**src/rtl/ac_input_conditioner.sv**
```systemverilog
// ac_input_conditioner: sync/debounce of the inc/dec switches, tick generator,
// press latching with auto-repeat, and tick-aligned stable command outputs.
// Ports:
//   clk_2        system clock
//   reset        async active-low reset
//   swi_increase raw increase switch (async, bouncy)
//   swi_decrease raw decrease switch (async, bouncy)
//   tick         one-cycle pulse every TICK_DIV cycles
//   tick_led     toggles on every tick
//   cmd_increase increase command, held for one tick period
//   cmd_decrease decrease command, held for one tick period
//   pending      {dec_req, inc_req} request latches
`timescale 1ns/1ps
module ac_input_conditioner #(
  parameter int TICK_DIV        = 4,
  parameter int DEBOUNCE_CYCLES = 3,
  parameter int REPEAT_TICKS    = 4
) (
  input  logic       clk_2,
  input  logic       reset,
  input  logic       swi_increase,
  input  logic       swi_decrease,
  output logic       tick,
  output logic       tick_led,
  output logic       cmd_increase,
  output logic       cmd_decrease,
  output logic [1:0] pending
);

  localparam int TW = (TICK_DIV > 1) ? $clog2(TICK_DIV) : 1;
  localparam int DW = (DEBOUNCE_CYCLES > 1) ? $clog2(DEBOUNCE_CYCLES) : 1;
  localparam int RW = (REPEAT_TICKS > 1) ? $clog2(REPEAT_TICKS) : 1;

  localparam logic [TW-1:0] TLAST = TW'(TICK_DIV - 1);
  localparam logic [DW-1:0] DLAST = DW'(DEBOUNCE_CYCLES - 1);
  localparam logic [RW-1:0] RLAST = RW'(REPEAT_TICKS - 1);

  // Channel index 0 = increase, 1 = decrease.
  logic [TW-1:0]         tcnt_q, tcnt_d;
  logic                  tick_q, tick_d;
  logic                  led_q, led_d;
  logic [1:0]            sync1_q, sync2_q;
  logic [1:0]            stable_q, stable_d;
  logic [1:0][DW-1:0]    dcnt_q, dcnt_d;
  logic [1:0][RW-1:0]    rcnt_q, rcnt_d;
  logic [1:0]            req_q, req_d;
  logic [1:0]            cmd_q, cmd_d;
  logic [1:0]            flip, press, rpt;

  always_comb begin
    tick_d   = (tcnt_q == TLAST);
    tcnt_d   = tick_d ? '0 : tcnt_q + 1'b1;
    led_d    = led_q ^ tick_d;
    stable_d = stable_q;
    dcnt_d   = '0;
    rcnt_d   = '0;
    req_d    = req_q;
    flip     = '0;
    press    = '0;
    rpt      = '0;

    for (int k = 0; k < 2; k++) begin
      if (sync2_q[k] != stable_q[k]) begin
        if (dcnt_q[k] == DLAST) begin
          flip[k]     = 1'b1;
          stable_d[k] = sync2_q[k];
        end else begin
          dcnt_d[k] = dcnt_q[k] + 1'b1;
        end
      end

      press[k] = flip[k] & sync2_q[k];

      // Repeat counts ticks of a held switch; a fresh press restarts it.
      if (press[k]) begin
        rcnt_d[k] = '0;
      end else if (stable_q[k]) begin
        rcnt_d[k] = rcnt_q[k];
        if (tick_q) begin
          if (rcnt_q[k] == RLAST) begin
            rpt[k]    = 1'b1;
            rcnt_d[k] = '0;
          end else begin
            rcnt_d[k] = rcnt_q[k] + 1'b1;
          end
        end
      end

      // A set landing on the consuming tick wins so the press is kept.
      if (press[k] | rpt[k]) begin
        req_d[k] = 1'b1;
      end else if (tick_q) begin
        req_d[k] = 1'b0;
      end
    end

    // Both pending at once cancel each other.
    cmd_d = cmd_q;
    if (tick_q) begin
      cmd_d[0] = req_q[0] & ~req_q[1];
      cmd_d[1] = req_q[1] & ~req_q[0];
    end
  end

  always_ff @(posedge clk_2 or negedge reset) begin
    if (!reset) begin
      tcnt_q   <= '0;
      tick_q   <= 1'b0;
      led_q    <= 1'b0;
      sync1_q  <= '0;
      sync2_q  <= '0;
      stable_q <= '0;
      dcnt_q   <= '0;
      rcnt_q   <= '0;
      req_q    <= '0;
      cmd_q    <= '0;
    end else begin
      tcnt_q   <= tcnt_d;
      tick_q   <= tick_d;
      led_q    <= led_d;
      sync1_q  <= {swi_decrease, swi_increase};
      sync2_q  <= sync1_q;
      stable_q <= stable_d;
      dcnt_q   <= dcnt_d;
      rcnt_q   <= rcnt_d;
      req_q    <= req_d;
      cmd_q    <= cmd_d;
    end
  end

  assign tick         = tick_q;
  assign tick_led     = led_q;
  assign cmd_increase = cmd_q[0];
  assign cmd_decrease = cmd_q[1];
  assign pending      = req_q;

endmodule
```
**config.mk**
```make
export PLATFORM = sky130hd
export DESIGN_NAME = ac_input_conditioner
export DESIGN_NICKNAME = d
export VERILOG_FILES = /design/src/rtl/ac_input_conditioner.sv
export SDC_FILE = /design/constraint.sdc
export NUM_CORES = 1
export LEC_CHECK = 0
export ABC_CLOCK_PERIOD_IN_PS = 2700
export CORE_MARGIN = 5
export CORE_UTILIZATION = 46
export CTS_CLUSTER_DIAMETER = 100
export CTS_CLUSTER_SIZE = 30
export DETAILED_ROUTE_END_ITERATION = 16
export GPL_TIMING_DRIVEN = 0
export MAX_ROUTING_LAYER = met4
export PLACE_DENSITY = 0.68
export SETUP_SLACK_MARGIN = 0.3
export SLEW_MARGIN = 20
export SYNTH_ARGS = -nofsm -noshare
export SYNTH_HDL_FRONTEND = slang
export SYNTH_SLANG_ARGS = --single-unit
```
**constraint.sdc**
```tcl
create_clock -name clk_2 -period 2.7 [get_ports clk_2]
set_input_delay 0.675 -clock clk_2 [delete_from_list [all_inputs] [get_ports clk_2]]
set_output_delay 0.675 -clock clk_2 [all_outputs]
set_load 0.1 [all_outputs]
```
==> impl_metrics.env, run 1 <==
# yosys + openroad results
export IMPL_grt_pass1_vias=505
export IMPL_worstPathArrival_ns=1.60
export IMPL_yosys_cells=62
export IMPL_synth_flops=22
export IMPL_clk_path_buf_depth=2
export IMPL_vdd_drop_max_mv=0.496
export IMPL_gp_congestion=0.746
export IMPL_critPathBufInv=1
export IMPL_synth_dominant_cell_count="dfrtp_1"
export IMPL_p_int_mw=0.570
export IMPL_final_cell_mix="dfrtp_1 (22), dlygate4sd2_1 (6), inv_1 (5), nor2_1 (4)"
export IMPL_num_rows=15
export IMPL_max_clock_freq_ghz=0.439
export IMPL_fin_area_um2=970
export IMPL_postRouteAntennaNets=0
export IMPL_slowest_delay_ns=0.88
export IMPL_drcViolationCount=0
export IMPL_cap_violations=0
export IMPL_largestRegisters="dcnt_q (4), rcnt_q (4)"
export IMPL_top_logic_kind="simple AND/OR/NAND/NOR gates"
export IMPL_cts_hold_buf=0
export IMPL_status="finished clean"
export IMPL_dpl_hpwl_um=870
export IMPL_ys_sh_simple_pct=12.5
export IMPL_clk_latency_ns=0.30
export IMPL_cts_buffers=3
export IMPL_crit_family="buffers and inverters"
export IMPL_async_flop_share_pct=100
export IMPL_hold_viol=0
export IMPL_htree_levels=1
export IMPL_cts_setup_buffers=0
export IMPL_avgRoutedWirePerCell_um=12.2
export IMPL_path_max_fanout=5
export IMPL_final_setup_skew_ns=0.00270
export IMPL_syn2layout_area_growth_pct=18.3
export IMPL_core_area_um2=1710
export IMPL_port_buffers=9
export IMPL_place_inst=96
export IMPL_edf_count=0
export IMPL_powerComb_mw=0.288
export IMPL_r2r_start="rcnt_q[0]"
export IMPL_warnings=26
export IMPL_tightest_slew_ns=0.957
export IMPL_swShare_pct=38.4
export IMPL_syn_nets=69
export IMPL_grt_pass1_wl_um=2180
export IMPL_fin_nets=83
export IMPL_fp_util_pct=48.0
export IMPL_syn_area_um2=820
export IMPL_mostFrequentLayoutCell="dfrtp_1"
export IMPL_stdcell_count=100
export IMPL_grt_max_degree=23
export IMPL_maxSlewHeadroom_pct=36.5
export IMPL_fa_ha_area_share_pct=4.58
export IMPL_dp_slack_ns=0.471
export IMPL_io_pins=10
export IMPL_pwr_share_seq_pct=49.7
export IMPL_seq_area_frac_synth_pct=67.2
export IMPL_cp_slowest_cell="dlygate4sd2_1"
export IMPL_cts_tree="done"
export IMPL_diodes=0
export IMPL_p_per_area_nw_per_um2=954
export IMPL_finalSetupViolCount=0
export IMPL_drive_gt1_share_pct=8.00
export IMPL_path_clk_slew_ns=0.12
export IMPL_clock_power_mw=0.177
export IMPL_avgSynthCellArea_um2=13.2
export IMPL_common_cells="dfrtp_1 (22), inv_1 (5), nor2_1 (4)"
export IMPL_path_cells="dlygate4sd2_1"
export IMPL_cts_resized=6
export IMPL_power_leakage_nw=0.467
export IMPL_antenna_found_initial=0
export IMPL_p_sw_mw=0.355
export IMPL_drv_slew=0
export IMPL_synth_area_mux_share_pct=2.44
export IMPL_synthCells=62
export IMPL_finalCoreUtilization_pct=56.8
export IMPL_root_buffer="clkbuf_4"
export IMPL_critPathLaunch="tick"
export IMPL_globalRouteOverflowTotal=0
export IMPL_viasPerCell=4.90
export IMPL_seq_power_mw=0.460
export IMPL_hold_path_startpoint="sync1_q[0]"
export IMPL_power_mw=0.925
export IMPL_clkSinkCount=22
export IMPL_pwr_share_comb_pct=31.2
export IMPL_aoi_share_pct=5.80
export IMPL_yosysTopAreaCell="dfrtp_1"
export IMPL_rsz0062_at_grt="no"
export IMPL_flop_cell="dfrtp_1"
export IMPL_ys_sh_xor_pct=4.27
export IMPL_fp_dieH_um=52.2
export IMPL_finalCritPeriodShare_pct=84.3
export IMPL_die_width_um=52.2
export IMPL_vias=490
export IMPL_dieArea_um2=2730
export IMPL_routed_wl_um=1220
export IMPL_cp_data_required_time_ns=2.03
export IMPL_first_pass_iters=4
export IMPL_layout_min_cycle_time_ns=2.28
run 1: path summary, 6_finish.rpt:
path | slack (ns) | depth (start not counted) | to
max | 0.42 | 1 | tick
min reg2reg | 0.36 | 0 | sync2_q[0]
min in group asynchronous | 0.88 | 1 | cmd_q[0]
max reg2reg | 1.48 | 3 | rcnt_q[0]
min | 0.36 | 0 | sync2_q[0]
max in group asynchronous | 1.27 | 1 | dcnt_q[0]
run 1: final cells by class:
class                   instances  area, um^2
plain buffers                   1        7.51
well taps                      25        31.3
flip-flops and latches         22         551
repair buffers                  9        82.6
clock buffers                   4        36.3
inverters                       5        18.8
multi-input cells              34         243
fillers                       151         738
run 1: metal layers:
metal,vias up,GRT usage [%],wire length (um)
met2,12,17.4,540
met3,2,3.70,77
met1,240,13.6,577
met5,-,-,0
li1,236,-,-
met4,0,7.66,21
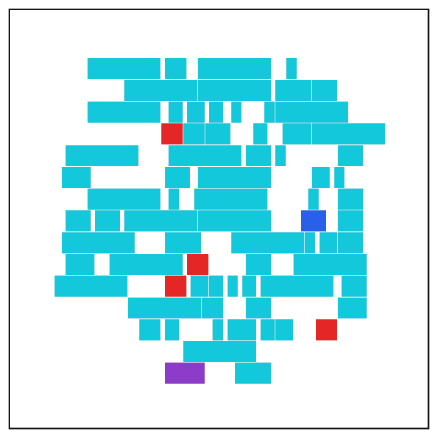
Figure 1: run 1, cell sizes after repair.
(8 px per um)
Blue shows drive 2, cells 1. Cyan shows drive 1 or less, cells 69. Purple shows drive 6 and up, cells 1. Red shows drive 3 to 4, cells 4.

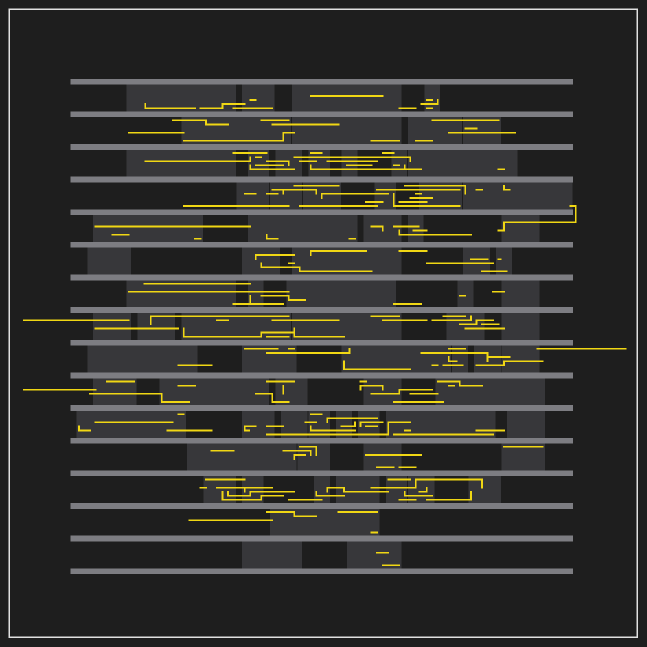
Figure 2: run 1, the metal 1 layer.
(12 px per um) Supply wires on this layer in gray.
The layer holds 47% of the routed length. The wires run mostly horizontal. 72 nets have wire on it. The layer carries 578 um of wire. The longest straight run is 13.3 um.

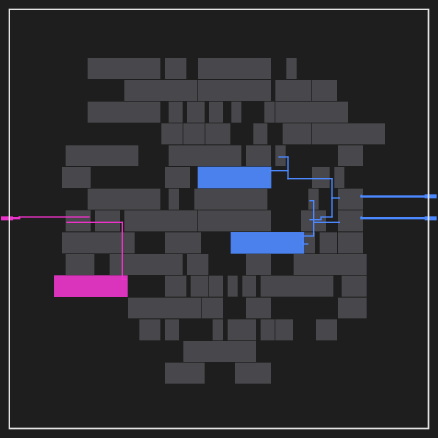
Figure 3: run 1, nets reached from selected ports.
(8 px per um)
Blue shows `pending`, direction output, edge right, end cells 2, buffers 2, wire 47.3 um. Magenta shows `tick_led`, direction output, edge left, end cells 1, buffers 1, wire 24.1 um.

==> run 2: changes to the inputs <==
- ABC_CLOCK_PERIOD_IN_PS: 2700 -> 1830
- PLACE_DENSITY: 0.68 -> 0.71
- clock period: 2.7 -> 1.83 ns (I/O delays scaled with it)
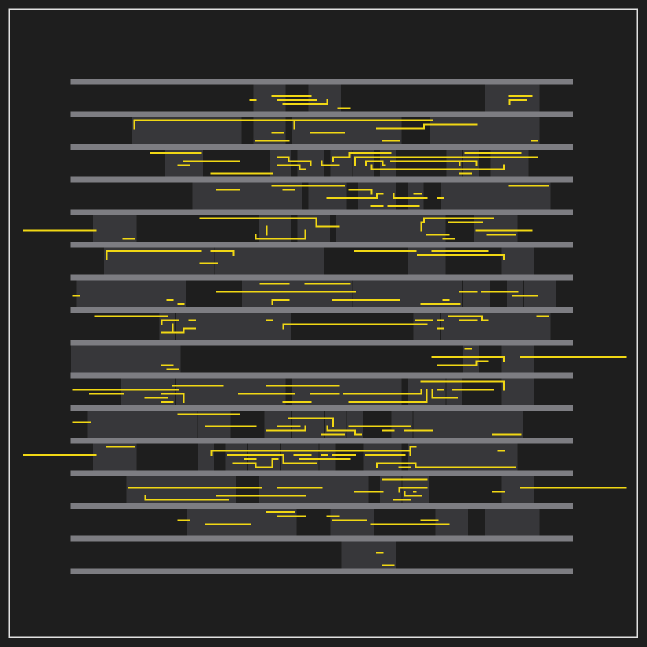
Figure 4: run 2, the metal 1 layer.
(12 px per um) Supply wires on this layer in gray.
The layer carries 559 um of wire. The wires run mostly horizontal. 69 nets have wire on it.

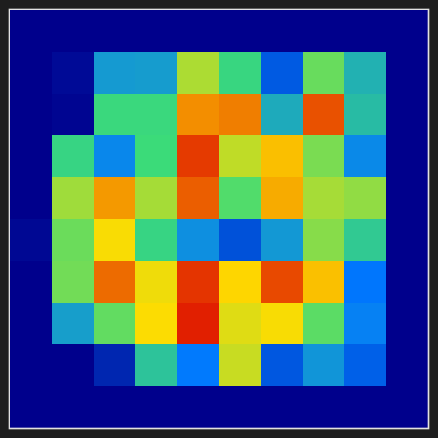
Figure 5: run 2, placement density heat map.
(8 px per um) 10 x 10 tiles, from dark blue (low) to red (high), 0 to 100% covered.
The emptiest ninth of the die: upper left. The densest ninth of the die: center. 14% of the tiles are over 75% full.

==> impl_metrics.env, run 2 <==
# yosys + openroad results
export IMPL_drive_gt1_share_pct=16.0
export IMPL_power_mw=1.33
export IMPL_maxSlewHeadroom_pct=37.5
export IMPL_diodes=0
export IMPL_syn_nets=69
export IMPL_mostFrequentLayoutCell="dfrtp_1"
export IMPL_yosys_warnings=0
export IMPL_p_int_mw=0.814
export IMPL_critPathLaunch="pending[1]"
export IMPL_port_buffers=9
export IMPL_core_area_um2=1710
export IMPL_slowest_delay_ns=0.41
export IMPL_syn_area_um2=820
export IMPL_met3WireLength_um=63
export IMPL_dpl_hpwl_um=851
export IMPL_grt_pass1_vias=481
export IMPL_busiest_layer="met2"
export IMPL_path_clk_slew_ns=0.11
export IMPL_vias=476
export IMPL_ys_types=21
export IMPL_place_inst=96
export IMPL_dieArea_um2=2730
export IMPL_met3_usage_pct=3.70
export IMPL_p_sw_mw=0.520
export IMPL_dp_slack_ns=-0.149
export IMPL_p_per_area_nw_per_um2=1400
export IMPL_path_max_fanout=4
export IMPL_clock_power_mw=0.221
export IMPL_setup_tns_ns=0
export IMPL_hold_viol=0
export IMPL_final_setup_worst_slack_ns=0.356
export IMPL_r2r_start="rcnt_q[0]"
export IMPL_maxPowerGroup="registers"
export IMPL_drcViolationCount=0
export IMPL_avgSynthCellArea_um2=13.2
export IMPL_path_class="reg -> out"
export IMPL_drv_slew=0
export IMPL_worst_path_stages=1
export IMPL_ys_area_um2=820
export IMPL_viasPerCell=4.76
export IMPL_cts_setup_buffers=0
export IMPL_top_cell_area_share_pct=67.2
export IMPL_swShare_pct=39.0
export IMPL_finalCritPeriodShare_pct=80.6
export IMPL_globalRouteOverflowTotal=0
export IMPL_synthCells=62
export IMPL_cts_hold_buf=0
export IMPL_finalSetupViolCount=0
export IMPL_synth_flops=22
export IMPL_stdcell_count=100
export IMPL_fp_dieH_um=52.2
export IMPL_largestRegisters="dcnt_q (4), rcnt_q (4)"
export IMPL_postRouteAntennaNets=0
export IMPL_async_flop_share_pct=100
export IMPL_grtUsageMet1_pct=13.6
export IMPL_edf_count=0
export IMPL_crit_family="flip-flops"
export IMPL_final_setup_skew_ns=0.00153
export IMPL_flop_cell="dfrtp_1"
export IMPL_warnings=26
export IMPL_placed_area_um2=942
export IMPL_powerComb_mw=0.434
export IMPL_seq_area_frac_synth_pct=67.2
export IMPL_cap_violations=0
export IMPL_pwr_share_clk_pct=16.6
export IMPL_track_usage_pct=10.9
export IMPL_fin_nets=83
export IMPL_hp_class="in -> async"
export IMPL_rsz0062_at_grt="no"
export IMPL_cts_buffers=3
export IMPL_gp_congestion=0.754
export IMPL_clk_path_buf_depth=2
export IMPL_io_pins=10
export IMPL_top_layer_used="met4"
export IMPL_finalCoreUtilization_pct=56.0
export IMPL_antenna_found_initial=0
export IMPL_yosysTopAreaCell="dfrtp_1"
export IMPL_endpoint_kind="output pin"
export IMPL_layout_min_cycle_time_ns=1.47
export IMPL_final_cell_mix="dfrtp_1 (21), buf_4 (7), inv_1 (5), nor2_1 (4)"
export IMPL_root_buffer="clkbuf_4"
export IMPL_synth_dominant_cell_count="dfrtp_1"
export IMPL_yosys_cells=62
export IMPL_worstSetupStartpointType="flop"
export IMPL_routed_wl_um=1160
export IMPL_avgRoutedWirePerCell_um=11.6
export IMPL_fp_util_pct=48.0
export IMPL_fillCellCount=157
export IMPL_path_cells="buf_4"
export IMPL_first_iter_violations=5
export IMPL_seq_power_mw=0.679
export IMPL_met1Wirelength_um=558
export IMPL_use_met2_pct=16.5
export IMPL_fin_area_um2=956
export IMPL_status="finished clean"
export IMPL_tightest_slew_ns=0.935
export IMPL_worstPathArrival_ns=1.02
export IMPL_vdd_drop_max_mv=0.712
export IMPL_max_clock_freq_ghz=0.678
export IMPL_clkSinkCount=22
export IMPL_die_width_um=52.2
export IMPL_cp_slowest_cell="dfrtp_1"
export IMPL_cp_data_required_time_ns=1.37
export IMPL_reg2regPathDepth=3
export IMPL_yosys_top_cells_area="dfrtp_1 (67%), ha_1 (4.6%), xnor2_1 (3.2%)"
export IMPL_grt_max_degree=23
export IMPL_cts_tree="done"
export IMPL_rrSetupSlack_ns=0.63
export IMPL_pwr_share_comb_pct=32.5
export IMPL_critPathBufInv=1
export IMPL_grt_pass1_wl_um=2090
export IMPL_met2_length_um=533
export IMPL_cts_resized=36
export IMPL_syn2layout_area_growth_pct=16.6
export IMPL_pwr_share_seq_pct=50.9
export IMPL_num_rows=15
export IMPL_cp_endpoint="pending[1]"
export IMPL_fin_hold_ws_ns=0.281
export IMPL_power_leakage_nw=0.453
export IMPL_r2r_end="rcnt_q[0]"
export IMPL_clk_latency_ns=0.30
export IMPL_htree_levels=1
export IMPL_first_pass_iters=2
export IMPL_common_cells="dfrtp_1 (22), inv_1 (5), nor2_1 (4)"
## run 2: cell counts after synthesis
Identical to the previous run, type by type.
## run 2: logic make-up (layout without fill, tap and decap cells)
logic type / count (synthesis) / count (layout) / synth area share [%]
AND/OR/NAND/NOR: 18 / 18 / 12.5
flip-flops: 22 / 22 / 67.2
XOR/XNOR: 4 / 4 / 4.28
adder cells (fa/ha/maj): 3 / 3 / 4.58
AND-OR/OR-AND: 7 / 7 / 5.80
multiplexers: 2 / 2 / 2.44
buffers and inverters: 6 / 19 / 3.21
## run 2: final cells by class
type,instances,area [um^2],area share [%]
sequential,22,552,57.7
multi-input combinational,34,243,25.4
timing repair buffer,9,77.6,8.12
tap,25,31.3,3.27
clock buffer,4,26.3,2.75
inverter,5,18.8,1.96
buffer,1,7.51,0.785
==> run 3: changes to the inputs <==
- ABC_CLOCK_PERIOD_IN_PS: 1830 -> 1200
- clock period: 1.83 -> 1.2 ns (I/O delays scaled with it)
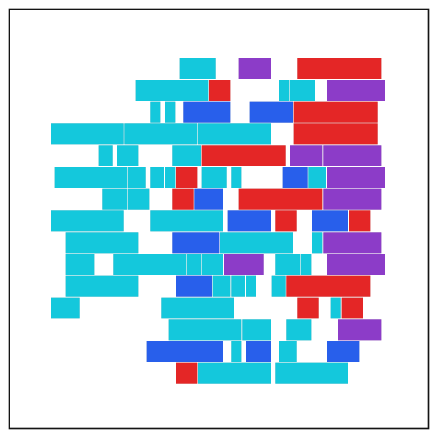
Figure 6: run 3, cell sizes after repair.
(8 px per um)
Red shows drive 3 to 4, cells 14. Blue shows drive 2, cells 11. Cyan shows drive 1 or less, cells 47. Purple shows drive 6 and up, cells 10.

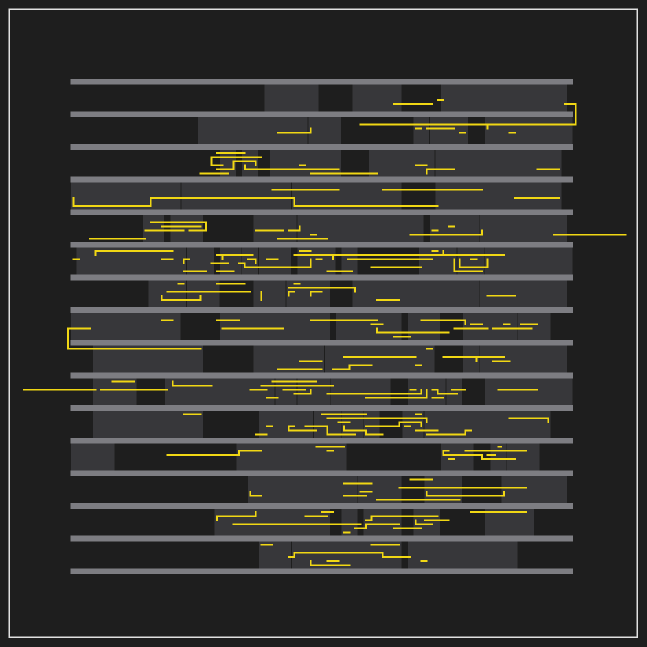
Figure 7: run 3, the metal 1 layer.
(12 px per um) Supply wires on this layer in gray.
The layer holds 41% of the routed length. The wires run mostly horizontal. The layer carries 532 um of wire.

==> impl_metrics.env, run 3 <==
# yosys + openroad results
export IMPL_fin_area_um2=1170
export IMPL_fp_dieH_um=52.2
export IMPL_track_usage_pct=12.1
export IMPL_flop_cell="dfrtp_1"
export IMPL_warnings=29
export IMPL_endpoint_kind="output pin"
export IMPL_diodes=0
export IMPL_violations="negative setup slack"
export IMPL_edf_count=0
export IMPL_synth_flops=22
export IMPL_status="finished with violations"
export IMPL_rsz0062_at_grt="yes"
export IMPL_synthCells=62
export IMPL_met3_usage_pct=2.85
export IMPL_met1Wirelength_um=532
export IMPL_seq_area_frac_synth_pct=67.2
export IMPL_core_area_um2=1710
export IMPL_dp_slack_ns=-0.660
export IMPL_reg2regPathDepth=3
export IMPL_first_pass_iters=4
export IMPL_avgRoutedWirePerCell_um=12.2
export IMPL_syn_area_um2=820
export IMPL_top_cell_area_share_pct=67.2
export IMPL_layout_min_cycle_time_ns=1.29
export IMPL_critPathLaunch="tick_led"
export IMPL_synth_area_mux_share_pct=2.44
export IMPL_routed_wl_um=1310
export IMPL_yosysTopAreaCell="dfrtp_1"
export IMPL_top_layer_used="met4"
export IMPL_maxSlewHeadroom_pct=64.9
export IMPL_fp_util_pct=48.0
export IMPL_worst_path_stages=1
export IMPL_hp_class="in -> async"
export IMPL_dpl_hpwl_um=862
export IMPL_slowest_delay_ns=0.52
export IMPL_r2r_end="rcnt_q[0]"
export IMPL_vdd_drop_max_mv=1.51
export IMPL_r2r_start="rcnt_q[1]"
export IMPL_grtUsageMet1_pct=13.2
export IMPL_yosys_warnings=0
export IMPL_globalRouteOverflowTotal=0
export IMPL_cts_buffers=3
export IMPL_htree_levels=1
export IMPL_final_setup_worst_slack_ns=-0.0873
export IMPL_cp_slowest_cell="dfrtp_4"
export IMPL_viasPerCell=4.82
export IMPL_yosys_top_cells_area="dfrtp_1 (67%), ha_1 (4.6%), xnor2_1 (3.2%)"
export IMPL_ys_types=21
export IMPL_p_per_area_nw_per_um2=2030
export IMPL_postRouteAntennaNets=0
export IMPL_place_inst=96
export IMPL_first_iter_violations=4
export IMPL_top_logic_kind="simple AND/OR/NAND/NOR gates"
export IMPL_clk_path_buf_depth=2
export IMPL_clk_latency_ns=0.30
export IMPL_fillCellCount=121
export IMPL_crit_family="flip-flops"
export IMPL_power_leakage_nw=0.508
export IMPL_rrSetupSlack_ns=0.05
export IMPL_aoi_share_pct=5.80
export IMPL_cp_endpoint="tick_led"
export IMPL_met2_length_um=673
export IMPL_io_pins=10
export IMPL_drv_slew=0
export IMPL_path_class="reg -> out"
export IMPL_path_clk_slew_ns=0.11
export IMPL_cts_resized=61
export IMPL_finalCoreUtilization_pct=68.5
export IMPL_finalSetupViolCount=6
export IMPL_mostFrequentLayoutCell="dfrtp_1"
export IMPL_grt_pass1_vias=514
export IMPL_use_met2_pct=19.9
export IMPL_yosys_cells=62
export IMPL_path_cells="buf_12"
export IMPL_grt_pass1_wl_um=2230
export IMPL_clkSinkCount=22
export IMPL_drive_gt1_share_pct=42.7
export IMPL_ys_sh_xor_pct=4.27
export IMPL_grt_max_degree=23
run 3: cell counts after synthesis:
Identical to the previous run, type by type.
run 3: where the power goes:
group          leakage, nW  switching (mW)  internal (mW)
clock               0.0210           0.203          0.185
sequential           0.271           0.163          0.934
combinational        0.216           0.491          0.394
total                0.508           0.857           1.51
run 3: final cells by class:
| class | instances | area (um^2) | area share [%] |
|---|---|---|---|
| Sequential cell | 22 | 574 | 49.1 |
| Multi-Input combinational cell | 34 | 283 | 24.2 |
| Timing Repair Buffer | 16 | 211 | 18.1 |
| Clock buffer | 4 | 36.3 | 3.10 |
| Tap cell | 25 | 31.3 | 2.67 |
| Inverter | 5 | 18.8 | 1.60 |
| Buffer | 1 | 15.0 | 1.28 |
Power figures rest on the tool's default switching activity, not on a simulated workload.
